$ cat config.mk
export PLATFORM = sky130hd
export DESIGN_NAME = lab5_g30_debounce
export DESIGN_NICKNAME = d
export VERILOG_FILES = /design/src/rtl/lab5_g30_debounce.sv
export SDC_FILE = /design/constraint.sdc
export NUM_CORES = 1
export LEC_CHECK = 0
export CORE_MARGIN = 5
export CORE_UTILIZATION = 47
export CTS_CLUSTER_SIZE = 20
export DETAILED_ROUTE_END_ITERATION = 10
export GPL_ROUTABILITY_DRIVEN = 0
export PLACE_DENSITY = 0.73
export SETUP_SLACK_MARGIN = 0.1
export SYNTH_ARGS = -nofsm -noshare
export SYNTH_HDL_FRONTEND = slang
export SYNTH_SLANG_ARGS = --single-unit
export TNS_END_PERCENT = 30
$ cat constraint.sdc
create_clock -name clk -period 1.4 [get_ports clk]
set_input_delay 0.21 -clock clk [delete_from_list [all_inputs] [get_ports clk]]
set_output_delay 0.21 -clock clk [all_outputs]
set_load 0.05 [all_outputs]
$ cat src/rtl/lab5_g30_debounce.sv
// -----------------------------------------------------------------------------
// lab5_g30_debounce
//
// Push-button / switch debouncer. The raw asynchronous level btn_in is
// synchronized through two flops and then qualified by a four-state FSM. A
// change in level is accepted only after the synchronized input has held the
// new value for DEBOUNCE_CYCLES consecutive clock cycles. Any shorter
// excursion is rejected and counted.
//
// Parameters
//   DEBOUNCE_CYCLES  consecutive synchronized cycles needed to accept a level
//                    change; legal range 2..255 (the counter is 8 bits wide).
//
// Ports
//   clk         in   single clock; all state updates on the rising edge
//   reset       in   asynchronous, active-high reset
//   btn_in      in   raw bouncing button level (asynchronous to clk)
//   A           out  debounced level; feeds the downstream sequence FSM
//   rise        out  one-cycle pulse when A goes 0->1
//   fall        out  one-cycle pulse when A goes 1->0
//   busy        out  high while a candidate change is being qualified
//   glitch_cnt  out  saturating count of rejected candidate changes
//
// Timing
//   With btn_in stable from sampling edge E1, sync_q shows the new level after
//   E2, the FSM leaves its stable state on E3 (cnt=1), and A changes on edge
//   E(DEBOUNCE_CYCLES+2). busy is therefore high for DEBOUNCE_CYCLES-1 cycles
//   ahead of the accepting edge.
// -----------------------------------------------------------------------------
module lab5_g30_debounce #(
  parameter int unsigned DEBOUNCE_CYCLES = 4
) (
  input  logic       clk,
  input  logic       reset,
  input  logic       btn_in,
  output logic       A,
  output logic       rise,
  output logic       fall,
  output logic       busy,
  output logic [7:0] glitch_cnt
);

  // cnt value at which the candidate level is accepted.
  localparam logic [7:0] CntLast = 8'(DEBOUNCE_CYCLES - 1);
  localparam logic [7:0] GlitchMax = 8'hFF;

  typedef enum logic [1:0] {
    StStableLo = 2'b00,
    StWaitHi   = 2'b01,
    StStableHi = 2'b10,
    StWaitLo   = 2'b11
  } state_e;

  // ---------------------------------------------------------------------------
  // Two-flop synchronizer. sync_meta may go metastable; only sync_q is used.
  // ---------------------------------------------------------------------------
  logic sync_meta;
  logic sync_q;

  always_ff @(posedge clk or posedge reset) begin
    if (reset) begin
      sync_meta <= 1'b0;
      sync_q    <= 1'b0;
    end else begin
      sync_meta <= btn_in;
      sync_q    <= sync_meta;
    end
  end

  // ---------------------------------------------------------------------------
  // Qualification FSM with registered outputs.
  // ---------------------------------------------------------------------------
  state_e     state;
  logic [7:0] cnt;

  always_ff @(posedge clk or posedge reset) begin
    if (reset) begin
      state      <= StStableLo;
      cnt        <= 8'd0;
      A          <= 1'b0;
      rise       <= 1'b0;
      fall       <= 1'b0;
      glitch_cnt <= 8'd0;
    end else begin
      // Pulses last a single cycle unless re-asserted below.
      rise <= 1'b0;
      fall <= 1'b0;

      unique case (state)
        StStableLo: begin
          if (sync_q) begin
            state <= StWaitHi;
            cnt   <= 8'd1;
          end else begin
            cnt   <= 8'd0;
          end
        end

        StWaitHi: begin
          if (!sync_q) begin
            // Candidate rise did not hold: reject, A untouched.
            state <= StStableLo;
            cnt   <= 8'd0;
            if (glitch_cnt != GlitchMax) begin
              glitch_cnt <= glitch_cnt + 8'd1;
            end
          end else if (cnt == CntLast) begin
            state <= StStableHi;
            cnt   <= 8'd0;
            A     <= 1'b1;
            rise  <= 1'b1;
          end else begin
            cnt   <= cnt + 8'd1;
          end
        end

        StStableHi: begin
          if (!sync_q) begin
            state <= StWaitLo;
            cnt   <= 8'd1;
          end else begin
            cnt   <= 8'd0;
          end
        end

        StWaitLo: begin
          if (sync_q) begin
            // Candidate fall did not hold: reject, A untouched.
            state <= StStableHi;
            cnt   <= 8'd0;
            if (glitch_cnt != GlitchMax) begin
              glitch_cnt <= glitch_cnt + 8'd1;
            end
          end else if (cnt == CntLast) begin
            state <= StStableLo;
            cnt   <= 8'd0;
            A     <= 1'b0;
            fall  <= 1'b1;
          end else begin
            cnt   <= cnt + 8'd1;
          end
        end

        default: begin
          state <= StStableLo;
          cnt   <= 8'd0;
        end
      endcase
    end
  end

  // Decoded straight from the state register, so it is glitch-free and
  // clears asynchronously together with the state on reset.
  assign busy = (state == StWaitHi) || (state == StWaitLo);

`ifndef SYNTHESIS
  // rise and fall are mutually exclusive by construction.
  a_no_rise_and_fall : assert property (@(posedge clk) disable iff (reset) !(rise && fall));
`endif

endmodule
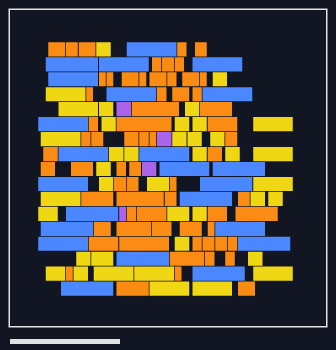
(images/placement_by_type.png)
The bar under the picture is 20 um long.
- blue: flops (cells 23)
- purple: clock drivers and dummy loads (cells 4)
- yellow: other buffers and delay cells (cells 40)
- orange: combinational and other logic (cells 66)

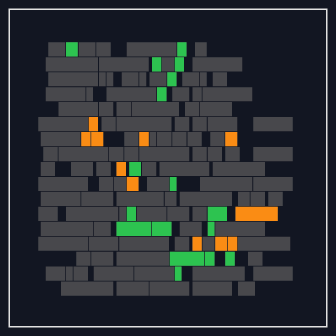
(images/logic_types.png)
- green: NAND gates (cells 17)
- orange: inverting AOI/OAI gates (cells 11)

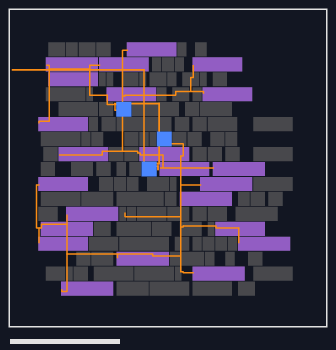
(images/clk_routes.png)
The bar under the picture is 20 um long.
- purple: flip-flops (count 23)
- blue: clock drivers (count 3)
- orange: clock wires (length 286 um)
- routed clock nets: 4
clk_skew: 0.00181 ns
Power Clock: 0.312 mW
power share of the clock group: 9.3%

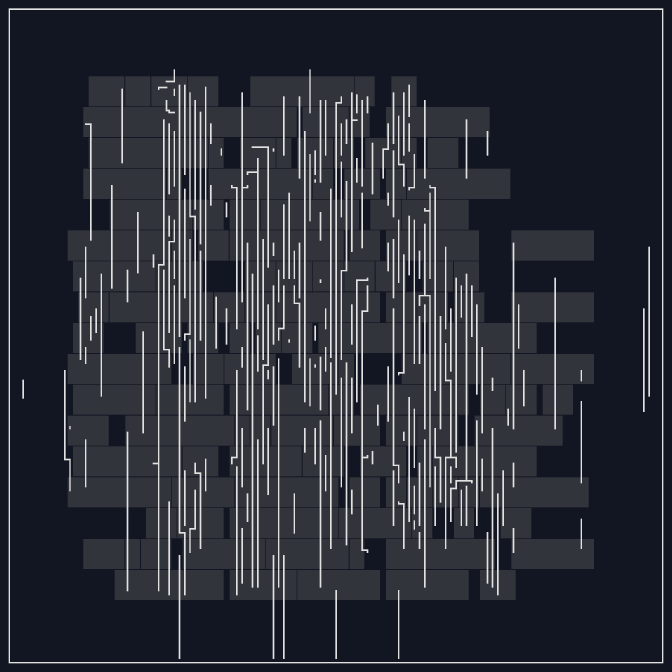
(images/layer_met2.png)
- main direction: vertical
- nets with wire on the layer: 126
- longest straight run: 28.7 um
- share of all routed wire: 53%
vias: 889
DRT Wirelength: 2760 um
grt met2 use: 30.6%

==> results.py <==
# Flow results
metrics = {
    "timing": {
        "worst_slack_ns": 0.000225,
        "final-hold-violation-count": 0,
        "drv_slew": 0,
        "timing.fmax_mhz": 714,
        "min_period_over_period_pct": 100,
        "rsz0062_at_grt": "true",
        "worst_slew_pin_slew_ns": 0.298,
        "slew-limit-headroom_pct": 80.1,
        "timing.hold.ws_ns": 0.215,
        "final.setup.tns_ns": 0,
        "setup_viol": 0,
        "period_minus_slack_ns": 1.40,
    },
    "finish": {
        "final_area_um2": 1700,
        "bufAreaShareNonClock_pct": 27.5,
        "n_antenna_cell": 0,
        "final_nets": 139,
        "final_layout_size_suffix_gt1_share_pct": 53.4,
        "seq_share_pct": 34.7,
        "comb_area_um2": 573,
        "final-clk-cell-share_pct": 1.55,
        "logic_gate_count": 64,
        "flop_area_um2": 588,
        "area_delta_synth_final_pct": 60.1,
        "buffers": 40,
        "fillCellCount": 129,
        "stdcell_count": 161,
        "lay_top_count": "buf_4",
        "dominant_cells": "registers",
        "comb-cell-share_pct": 33.8,
        "lay_top_cells": "23 x buf_4, 13 x dfrtp_1, 12 x buf_12",
        "seq_cell_count": 23,
        "num-nonclk-inverters": 2,
        "reg_top3": "cnt (8), glitch_cnt (8)",
        "nClkBuffers": 4,
        "utilization_pct": 77.4,
    },
    "clocking": {
        "cts_sinks": 23,
        "cts.path.max_buffers": 2,
        "clkLatencyLatePin_ns": 0.31,
        "path_clk_slew_ns": 0.13,
        "cts_buffers": 3,
        "cts_hold_buffers": 0,
        "tritoncts": "built",
        "root_buffer": "clkbuf_4",
        "htreeDepth": 1,
    },
    "power_and_ir_drop": {
        "pwr-share-comb_pct": 59.9,
        "p_leak_nw": 0.741,
        "p_sw_mw": 1.40,
        "maxPowerGroup": "combinational logic",
        "p_sw_share_pct": 41.7,
        "powerComb_mw": 2.01,
        "p_seq_mw": 1.04,
        "power_density_nw_per_um2": 1980,
        "p_int_mw": 1.96,
        "p_seq_share_pct": 30.9,
        "ir_drop_uv": 1470,
        "total_power_mw": 3.37,
    },
    "global_route": {
        "grt_pass1_vias": 921,
        "globalRouteOverflowTotal": 0,
        "use_met3_pct": 3.39,
        "top_usage_layer": "met2",
        "antenna_found_initial": 0,
        "grt.total_usage_pct": 17.2,
        "grt_pass1_wl_um": 4420,
        "grt_start_max_net_pins": 24,
        "grtUsageMet1_pct": 20.7,
    },
    "placed_design": {
        "port_buffers": 14,
        "place_ws_ns": 0.0290,
        "placedCellCount": 152,
        "post-dp-hpwl_um": 1760,
        "placed_area_um2": 1530,
    },
    "synthesis": {
        "adder_share_pct": 2.36,
        "syn_area_um2": 1060,
        "yosysWarnings": 0,
        "synth_cells": 92,
        "topCombFamilyByArea": "simple AND/OR/NAND/NOR gates",
        "top_cells_by_area": "dfrtp_1 54%, nand3_1 5.2%, xor2_1 4.1%",
        "ys_area_um2": 1060,
        "common_cells": "23 x dfrtp_1, 11 x nand3_1, 6 x nor2_1",
        "ys_sh_simple_pct": 21.0,
        "syn_avg_cell_area_um2": 11.5,
        "synth_cell_type_count": 28,
        "most_common_cell": "dfrtp_1",
        "ys_seq_elements": 23,
        "syn_nets": 97,
        "postSynthSeqShare_pct": 54.3,
        "top_area_cell": "dfrtp_1",
        "yosys_cells": 92,
        "async_flop_share_pct": 100,
        "synth-compound-area-share_pct": 7.20,
        "edf_count": 0,
        "flop_cell": "dfrtp_1",
        "top_area_share_pct": 54.3,
        "xor_share_pct": 8.97,
        "mux_area_share_pct": 3.54,
    },
    "worst_setup_path": {
        "critPathKind": "flip-flop to flip-flop",
        "cp.arrival_ns": 1.61,
        "cp_top_family": "flip-flops",
        "cp_slowest_cell": "dfrtp_1",
        "worst-path-buf-inv": 1,
        "crit_required_ns": 1.61,
        "crit_path_max_fanout": 4,
        "cp_cell_sequence": "ha_2, nor4b_4, buf_4, a21o_1, nor2_1",
        "cpPeakStageDelay_ns": 0.39,
        "cp-end-kind": "flip-flop",
        "critPathLaunchType": "flip-flop",
    },
    "flow_run": {
        "tool_warnings": 29,
        "drv_cap": 0,
    },
    "die": {
        "pin_count": 15,
        "coreArea_um2": 2190,
        "taps": 28,
        "die_h_um": 57.5,
        "rows": 17,
        "dieArea_um2": 3300,
        "die_w_um": 57.5,
        "fp-utilization_pct": 48.4,
    },
    "drt": {
        "drt_iter0_markers": 28,
        "met1_length_um": 1150,
        "drtPass1Iterations": 4,
        "top_layer": "met4",
        "antenna_left": 0,
        "drc": 0,
        "met2_length_um": 1460,
        "wl_met3_um": 117,
        "vias_per_cell": 5.52,
        "wl_per_cell_um": 17.1,
    },
    "hold_path": {
        "hold_path_class": "input pin to asynchronous set/reset pin",
    },
    "outcome": {
        "outcome": "finished, final reports clean",
    },
}
==> path summary, 6_finish.rpt <==
check	startpoint	end	slack, ns	cells after the start
min in group clk	btn_in	sync_meta$_DFF_PP0_	0.33	1
min reg2reg	sync_meta$_DFF_PP0_	sync_q$_DFF_PP0_	0.38	0
max reg2reg	cnt[1]$_DFF_PP0_	cnt[7]$_DFF_PP0_	0.0002	5
max	cnt[1]$_DFF_PP0_	cnt[7]$_DFF_PP0_	0.0002	5
max in group asynchronous	reset	glitch_cnt[5]$_DFFE_PP0P_	0.95	3
min	reset	sync_meta$_DFF_PP0_	0.21	3
==> timing repair <==
action / 4_1_cts / 5_1_grt
hold endpoints to repair: 0 / 0
pin swaps: 6 / 9
setup endpoints to repair: 13 / 20
gates resized: 9 / 11
setup buffers: 4 / 1
Power and IR drop assume default switching activity.
